$ cat src/rtl/mac_sequencer.sv
// Operand sequencer for a registered MAC: kernelSize (a,b) beats plus bias fold into one result; MAC_SEQ_RELU_EN clamps negative results to 0.
// Latency: first beat the cycle after start, out_valid 2 cycles after the last beat (start-to-result >= kernelSize+2).
// Backpressure: in_ready only in ACCUM with stalls of any length; the result is held on out_data until out_valid&&out_ready.
module mac_sequencer #(
    parameter int dataWidth  = 16,
    parameter int kernelSize = 9
) (
    input  logic                 clk,
    input  logic                 rst,
    input  logic                 start,
    input  logic [dataWidth-1:0] bias_in,
    input  logic                 in_valid,
    output logic                 in_ready,
    input  logic [dataWidth-1:0] in_a,
    input  logic [dataWidth-1:0] in_b,
    output logic [dataWidth-1:0] mac_a,
    output logic [dataWidth-1:0] mac_b,
    output logic [dataWidth-1:0] mac_tmp,
    input  logic [dataWidth-1:0] mac_out,
    output logic                 out_valid,
    input  logic                 out_ready,
    output logic [dataWidth-1:0] out_data,
    output logic                 busy
);

    localparam int CW = (kernelSize > 1) ? $clog2(kernelSize) : 1;
    localparam logic [CW-1:0] LAST = CW'(kernelSize - 1);

    typedef enum logic [1:0] {IDLE, ACCUM, DRAIN, OUT} state_t;

    state_t               state_q;
    logic [CW-1:0]        count_q;
    logic [dataWidth-1:0] bias_q;
    logic [dataWidth-1:0] out_data_q;
    logic                 in_ready_q;
    logic                 out_valid_q;
    logic                 busy_q;
    logic [dataWidth-1:0] result_d;
    logic                 beat;

    assign beat      = in_valid && in_ready_q;
    assign in_ready  = in_ready_q;
    assign out_valid = out_valid_q;
    assign busy      = busy_q;
    assign out_data  = out_data_q;

`ifdef MAC_SEQ_RELU_EN
    assign result_d = mac_out[dataWidth-1] ? '0 : mac_out;
`else
    assign result_d = mac_out;
`endif

    // The MAC updates every cycle, so idle ACCUM/DRAIN cycles feed mac_out back with a zero product.
    always_comb begin
        mac_a   = '0;
        mac_b   = '0;
        mac_tmp = '0;
        case (state_q)
            ACCUM: begin
                mac_tmp = mac_out;
                if (beat) begin
                    mac_a   = in_a;
                    mac_b   = in_b;
                    mac_tmp = (count_q == '0) ? bias_q : mac_out;
                end
            end
            DRAIN:   mac_tmp = mac_out;
            default: ;
        endcase
    end

    always_ff @(posedge clk or negedge rst) begin
        if (!rst) begin
            state_q     <= IDLE;
            count_q     <= '0;
            bias_q      <= '0;
            out_data_q  <= '0;
            in_ready_q  <= 1'b0;
            out_valid_q <= 1'b0;
            busy_q      <= 1'b0;
        end else begin
            case (state_q)
                IDLE: begin
                    if (start) begin
                        bias_q     <= bias_in;
                        count_q    <= '0;
                        state_q    <= ACCUM;
                        in_ready_q <= 1'b1;
                        busy_q     <= 1'b1;
                    end
                end
                ACCUM: begin
                    if (beat) begin
                        count_q <= count_q + CW'(1);
                        if (count_q == LAST) begin
                            state_q    <= DRAIN;
                            in_ready_q <= 1'b0;
                        end
                    end
                end
                DRAIN: begin
                    out_data_q  <= result_d;
                    state_q     <= OUT;
                    out_valid_q <= 1'b1;
                end
                OUT: begin
                    if (out_ready) begin
                        state_q     <= IDLE;
                        out_valid_q <= 1'b0;
                        busy_q      <= 1'b0;
                    end
                end
                default: begin
                    state_q     <= IDLE;
                    in_ready_q  <= 1'b0;
                    out_valid_q <= 1'b0;
                    busy_q      <= 1'b0;
                end
            endcase
        end
    end

endmodule

$ cat config.mk
export PLATFORM = sky130hd
export DESIGN_NAME = mac_sequencer
export DESIGN_NICKNAME = d
export VERILOG_FILES = /design/src/rtl/mac_sequencer.sv
export SDC_FILE = /design/constraint.sdc
export NUM_CORES = 1
export LEC_CHECK = 0
export ABC_AREA = 1
export CELL_PAD_IN_SITES_DETAIL_PLACEMENT = 0
export CELL_PAD_IN_SITES_GLOBAL_PLACEMENT = 1
export CORE_MARGIN = 4
export CORE_UTILIZATION = 28
export CTS_CLUSTER_DIAMETER = 30
export DETAILED_ROUTE_END_ITERATION = 16
export GPL_ROUTABILITY_DRIVEN = 0
export GPL_TIMING_DRIVEN = 0
export PLACE_DENSITY = 0.87
export SETUP_SLACK_MARGIN = 0.1
export SLEW_MARGIN = 20
export SYNTH_ARGS = -nofsm -noshare
export SYNTH_HDL_FRONTEND = slang
export SYNTH_SLANG_ARGS = --single-unit
$ cat constraint.sdc
create_clock -name clk -period 3.1 [get_ports clk]
set_input_delay 0.62 -clock clk [delete_from_list [all_inputs] [get_ports clk]]
set_output_delay 0.62 -clock clk [all_outputs]
set_load 0.05 [all_outputs]
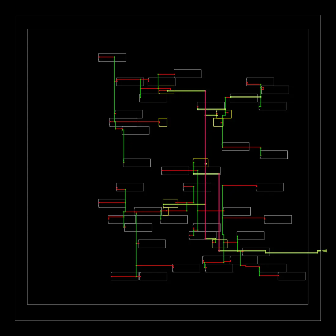
Run 1: clock routing
Clock Skew: 9.34 ps
CTS sink count: 41

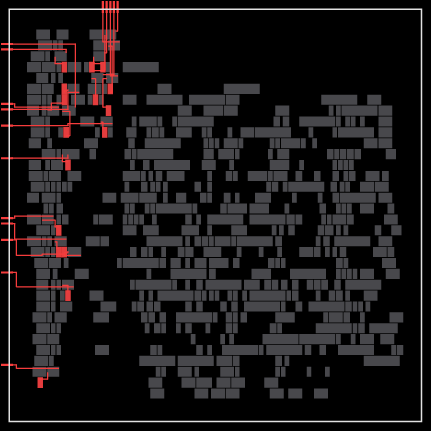
Run 1: port wiring
Scale: 4 px per micron.
- red: mac_b (bits 16; direction output; end cells 16; buffers 16; wire 350 microns)
Top-Level Pins: 136
Port Buffers: 135

==> CHANGELOG.md, run 1 <==
### Physical design

- Synth Area in XOR/XNOR: 0.349%
- Seq share, synth: 40.9%
- Met2 usage in global routing: 28.8%
- Non-clock buffers: 154
- Nets: 581
- Die Size: 10500 sq um
- Detailed Route Iter0 Violations: 129
- First-pass GRT wire length: 13500 microns
- Crit Reg-Reg Startpoint: state_q[0]
- GRT overflow: 0
- Synth mux share: 0%
- Main logic family: simple AND/OR/NAND/NOR gates
- Final min period: 2910 ps
- EDFF count, synth: 0
- Setup TNS: 0 ps
- Final ANT Viol Nets: 0
- Layout Area Growth over Synthesis: 60.7%
- Layout clock area frac: 2.23%
- Status: finished, final reports clean
- Initial antenna violation count: 0
- Synth Area in Compound Gates: 9.47%
- Dpl hpwl: 6910 microns
- Fraction of layout cells with a size suffix above 1: 8.89%
- Root Buffer: clkbuf_8
- Number of setup buffers added after CTS: 0
- Vias in the first global route: 2846
- Max Slew Vio Count: 0
- Stage-log warning count: 32
- CTS H-tree depth: 2
- Most frequent cells in the layout: nand2_1 (126), clkdlybuf4s50_1 (87), inv_1 (45)
- Crit path required time: 2480 ps
- CLK BUF: 5
- Critical path peak fanout: 8
- CTS Buf Count: 5
- Met1 GRT Util: 18.7%
- CTS clk-pin slew, worst paths: 90 ps
- Largest class: non-clock buffers
- Slew HR: 64.2%
- FFs w/ async S/R, synth: 100%
- Tap cells: 108
- Yosys cell types: 23
- Met2 wire len: 4020 microns
- Critical Path End: mac_tmp[14]
- Die Span X: 103 microns
- Post-DP Area: 4010 sq um
- Internal: 1.79 mW
- Worst VDD drop: 0.000310 V
- CTS resizes: 80
- Routed wire length: 8520 microns
- 1st-pass router iterations: 4
- Detailed-route DRC error count: 0
- Core Area: 8720 sq um
- Comb/total area: 29.0%
- Max Cap Viol: 0
- Wire length on met3: 1040 microns
- Commonest Layout Cell: nand2_1
- Unrepaired setup endpoints after global routing: yes
- Worst path slowest cell: clkdlybuf4s50_1
- Pwr Density: 1010 nW/um^2
- GRT busiest layer: met2
- Fp_density: 28.8%
- Static leakage: 2.02 nW
- Final hold vios: 0
- Fin crit share: 94.0%
- CP delay by family, top: buffers and inverters
- Flop count: 41
- Vias per std cell: 4.58
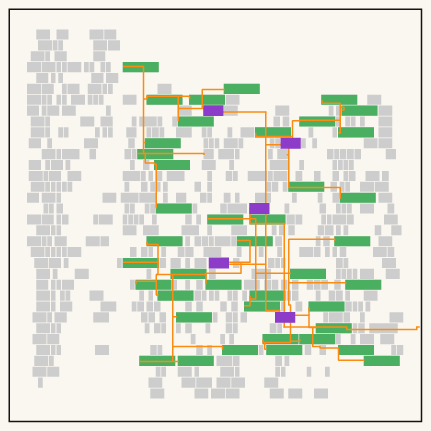
Run 1: clock wires, drivers and flops
Scale: 4 px per micron.
- orange: clock wires (length 599 microns)
- purple: clock-net drivers (count 5)
- green: flip-flops (count 41)
- routed clock nets: 6
clock group share of total power: 9.0%
Late-Pin Clk Latency: 300 ps
clock group total power: 0.367 mW

==> run 1 -> run 2 <==
- ABC_AREA: 1 -> not set
- CORE_UTILIZATION: 28 -> 30
- PLACE_DENSITY: 0.87 -> 0.88
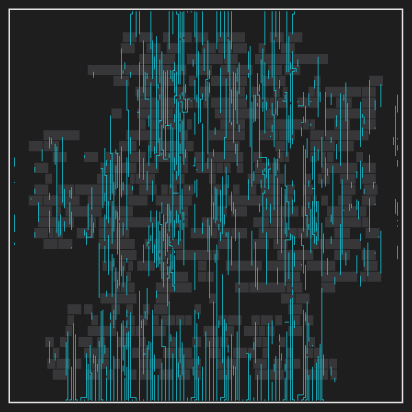
Run 2: M2 wires
Scale: 4 px per micron.
- share of all routed wire: 50%
- wire length on this layer: 3910 microns
met2 usage in global routing: 28.4%
routed wire length: 7780 microns
vias post-DR: 2314

==> CHANGELOG.md, run 2 <==
### Physical design

- Status: finished, final reports clean
- Yosys adder share: 3.61%
- Die H: 98.0 microns
- Nets: 459
- Most frequent cells in the layout: clkdlybuf4s50_1 (86), buf_2 (49), dfrtp_1 (41)
- Final non-filler cell total: 486
- Worst path depth: 7
- Detailed-route DRC error count: 0
- Core Util, Final: 49.0%
- Non-clk invs: 7
- Fraction of layout cells with a size suffix above 1: 28.1%
- Worst EP arrival: 2280 ps
- Internal: 1.96 mW
- Met1 GRT Util: 20.3%
- Core Area: 7810 sq um
- Root Buffer: clkbuf_8
- Crit. Startpoint: in_valid
- CTS clk-pin slew, worst paths: 80 ps
- Reg2reg setup slack: 1140 ps
- Worst path buffer plus inverter count: 4
- Synth Area in XOR/XNOR: 0%
- Diode count: 0
- Layout Area Growth over Synthesis: 57.5%
- Vias per std cell: 4.76
- Die Size: 9590 sq um
- Dpl hpwl: 6060 microns
- Clock group share of total power: 9.3%
- Syn Area/Cell: 10.1 sq um
- CTS resizes: 152
- Unrepaired setup endpoints after global routing: no
- Post-DP Area: 3920 sq um
- CTS H-tree depth: 2
- Worst Setup End Kind: output port
- Slew HR: 64.5%
- Initial antenna violation count: 0
- Top-Level Pins: 136
- Critical Path End: mac_tmp[3]
- Power in sequential cells: 0.962 mW
- Largest class: multi-input combinational cells
- Number of hold buffers added after CTS: 0
- Worst path slowest cell: clkdlybuf4s50_1
- EDFF count, synth: 0
- Fp_density: 31.1%
- Met2 wire len: 3910 microns
- Area figure in the yosys stat output: 2430 sq um
- Final ANT Viol Nets: 0
- Sequential Area: 1030 sq um
- FFs w/ async S/R, synth: 100%
- Total GRT Usage: 15.9%
- Crit Reg-Reg Startpoint: state_q[1]
- Commonest Layout Cell: clkdlybuf4s50_1
- AND/OR/NAND/NOR Cells, Area Fraction: 23.0%
- CTS Buf Count: 5
- GRT busiest layer: met2
- Seq area share: 26.8%
- Highest routed layer: met4
- Setup TNS: 0 ps
- CP delay by family, top: buffers and inverters
- GRT overflow: 0
- Port Buffers: 135
- Final hold vios: 0
- CTS sink count: 41
- Detailed Route Iter0 Violations: 66
- Non-clock buffers: 155
- Drt wl/cell: 16.0 microns
- Fillers: 764
- Stage-log warning count: 31
- 1st-pass router iterations: 4
- Rows: 32
- Commonest cells post-synth: dfrtp_1 (41), and2_1 (35), mux2_2 (32), nand2_1 (20), nand3_1 (18)
- Tap cells: 102
- Sw Ratio: 52.0%
- Hold_ws: 202 ps
- Worst-path cell chain: clkdlybuf4s50_1, and2_1, clkbuf_2, buf_2, nand4_1, nand3_1, buf_2
- First-pass GRT wire length: 12600 microns
- Syn_nets: 316
- Seq share, synth: 42.3%
- Synth Area in Compound Gates: 10.4%
- Wire length on met3: 345 microns
- Fin crit share: 93.6%
- Crit path required time: 2480 ps
- Cell count listed in synth_stat.txt: 240
- Dominant cell area share: 42.3%
- Commonest flop: dfrtp_1
- Synth mux share: 16.1%
- Critical path peak fanout: 10
- Logic area: 1290 sq um
- Final setup viols: 0
- Max Slew Vio Count: 0
- Signal buffers share of area: 32.6%
- R2r worst-path depth: 5
- Met3 usage: 3.36%
- Worst setup margin: 198 ps
- Final min period: 2900 ps
- Static leakage: 1.77 nW
- Die Span X: 98.0 microns
- Comb/total area: 33.9%
- Pwr Total: 4.09 mW
- Pwr Density: 1070 nW/um^2
- Yosys cell types: 33
- Main logic family: simple AND/OR/NAND/NOR gates
- Worst VDD drop: 0.000566 V
- Layout clock area frac: 2.65%
- Vias in the first global route: 2495
- Number of setup buffers added after CTS: 0
- Kind of critical path: in -> out
- Net Sw Power: 2.12 mW
- Slew of the pin with the lowest slew margin: 517 ps
- Max Cap Viol: 0
- Count leader, synth: dfrtp_1
- Reg power frac: 23.6%
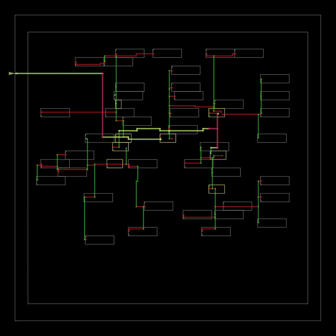
Run 2: clock routing
Late-Pin Clk Latency: 290 ps
CLK BUF: 7
Clock Skew: 8.96 ps
clock group total power: 0.381 mW
flop count: 41

==> run 2 -> run 3 <==
- CTS_CLUSTER_SIZE: not set -> 25
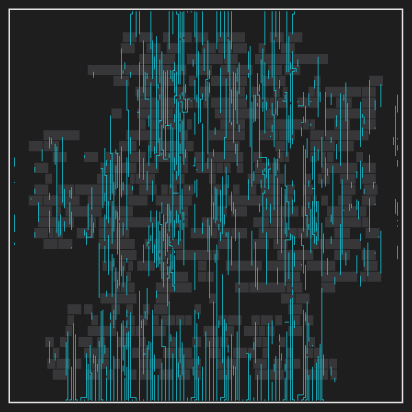
Run 3: M2 wires
Scale: 4 px per micron.
- longest straight run: 38.9 microns
- wire length on this layer: 3910 microns
- share of all routed wire: 50%
- main direction: vertical
- nets with wire on the layer: 386

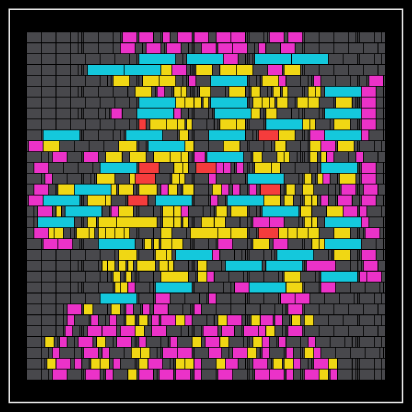
Run 3: placed cells, one color a class
Scale: 4 px per micron. Fill, decap, tap and diode cells in gray.
- cyan: registers (cells 41)
- magenta: remaining buffers and delay cells (cells 155)
- yellow: remaining logic cells (cells 180)
- red: clock drivers and dummy loads (cells 8)
Rows: 32
Seq area share: 26.8%
Finished Cell Area: 3820 sq um
Core Util, Final: 49.0%
Core Area: 7810 sq um

==> CHANGELOG.md, run 3 <==
### Physical design

- Status: finished, final reports clean
- Hold_ws: 202 ps
- Detailed Route Iter0 Violations: 66
- GRT busiest layer: met2
- Wire length on met3: 345 microns
- Max Cap Viol: 0
- Tap cells: 102
- Internal: 1.96 mW
- Final ANT Viol Nets: 0
- Number of setup buffers added after CTS: 0
- Clock group total power: 0.381 mW
- Commonest cells post-synth: dfrtp_1 (41), and2_1 (35), mux2_2 (32), nand2_1 (20), nand3_1 (18)
- Number of hold buffers added after CTS: 0
- Layout clock area frac: 2.65%
- Met2 wire len: 3910 microns
- Slew of the pin with the lowest slew margin: 517 ps
- Met3 usage: 3.36%
- Pwr Total: 4.09 mW
- Worst path depth: 7
- Net Sw Power: 2.12 mW
- Clock group share of total power: 9.3%
- Signal buffers share of area: 32.6%
- Late-Pin Clk Latency: 290 ps
- CTS Buf Count: 5
- Top-Level Pins: 136
- Routed wire length: 7780 microns
- CTS sink count: 41
- Sequential Area: 1030 sq um
- Final min period: 2900 ps
- Static leakage: 1.77 nW
- Critical Path End: mac_tmp[3]
- Commonest Layout Cell: clkdlybuf4s50_1
- GRT overflow: 0
- Unrepaired setup endpoints after global routing: no
- Fin crit share: 93.6%
- Largest class: multi-input combinational cells
- Met2 usage in global routing: 28.4%
- Stage-log warning count: 31
- Clock Skew: 8.96 ps
- Commonest flop: dfrtp_1
- Worst EP arrival: 2280 ps
- Worst-path cell chain: clkdlybuf4s50_1, and2_1, clkbuf_2, buf_2, nand4_1, nand3_1, buf_2
- Worst path slowest cell: clkdlybuf4s50_1
- Final non-filler cell total: 486
- Area figure in the yosys stat output: 2430 sq um
- Comb/total area: 33.9%
- Yosys adder share: 3.61%
- CLK BUF: 7
- Synth mux share: 16.1%
- Nets: 459
- Seq share, synth: 42.3%
- Flop count: 41
- Worst VDD drop: 0.000566 V
- Reg2reg setup slack: 1140 ps
- First-pass GRT wire length: 12600 microns
- Vias post-DR: 2314
- CTS clk-pin slew, worst paths: 80 ps
- Synth Area in Compound Gates: 10.4%
- Initial antenna violation count: 0
- Vias per std cell: 4.76
- Most frequent cells in the layout: clkdlybuf4s50_1 (86), buf_2 (49), dfrtp_1 (41)
- CTS resizes: 152
- Worst setup margin: 198 ps
No activity file was given, so power comes from the tool's default toggle rates.
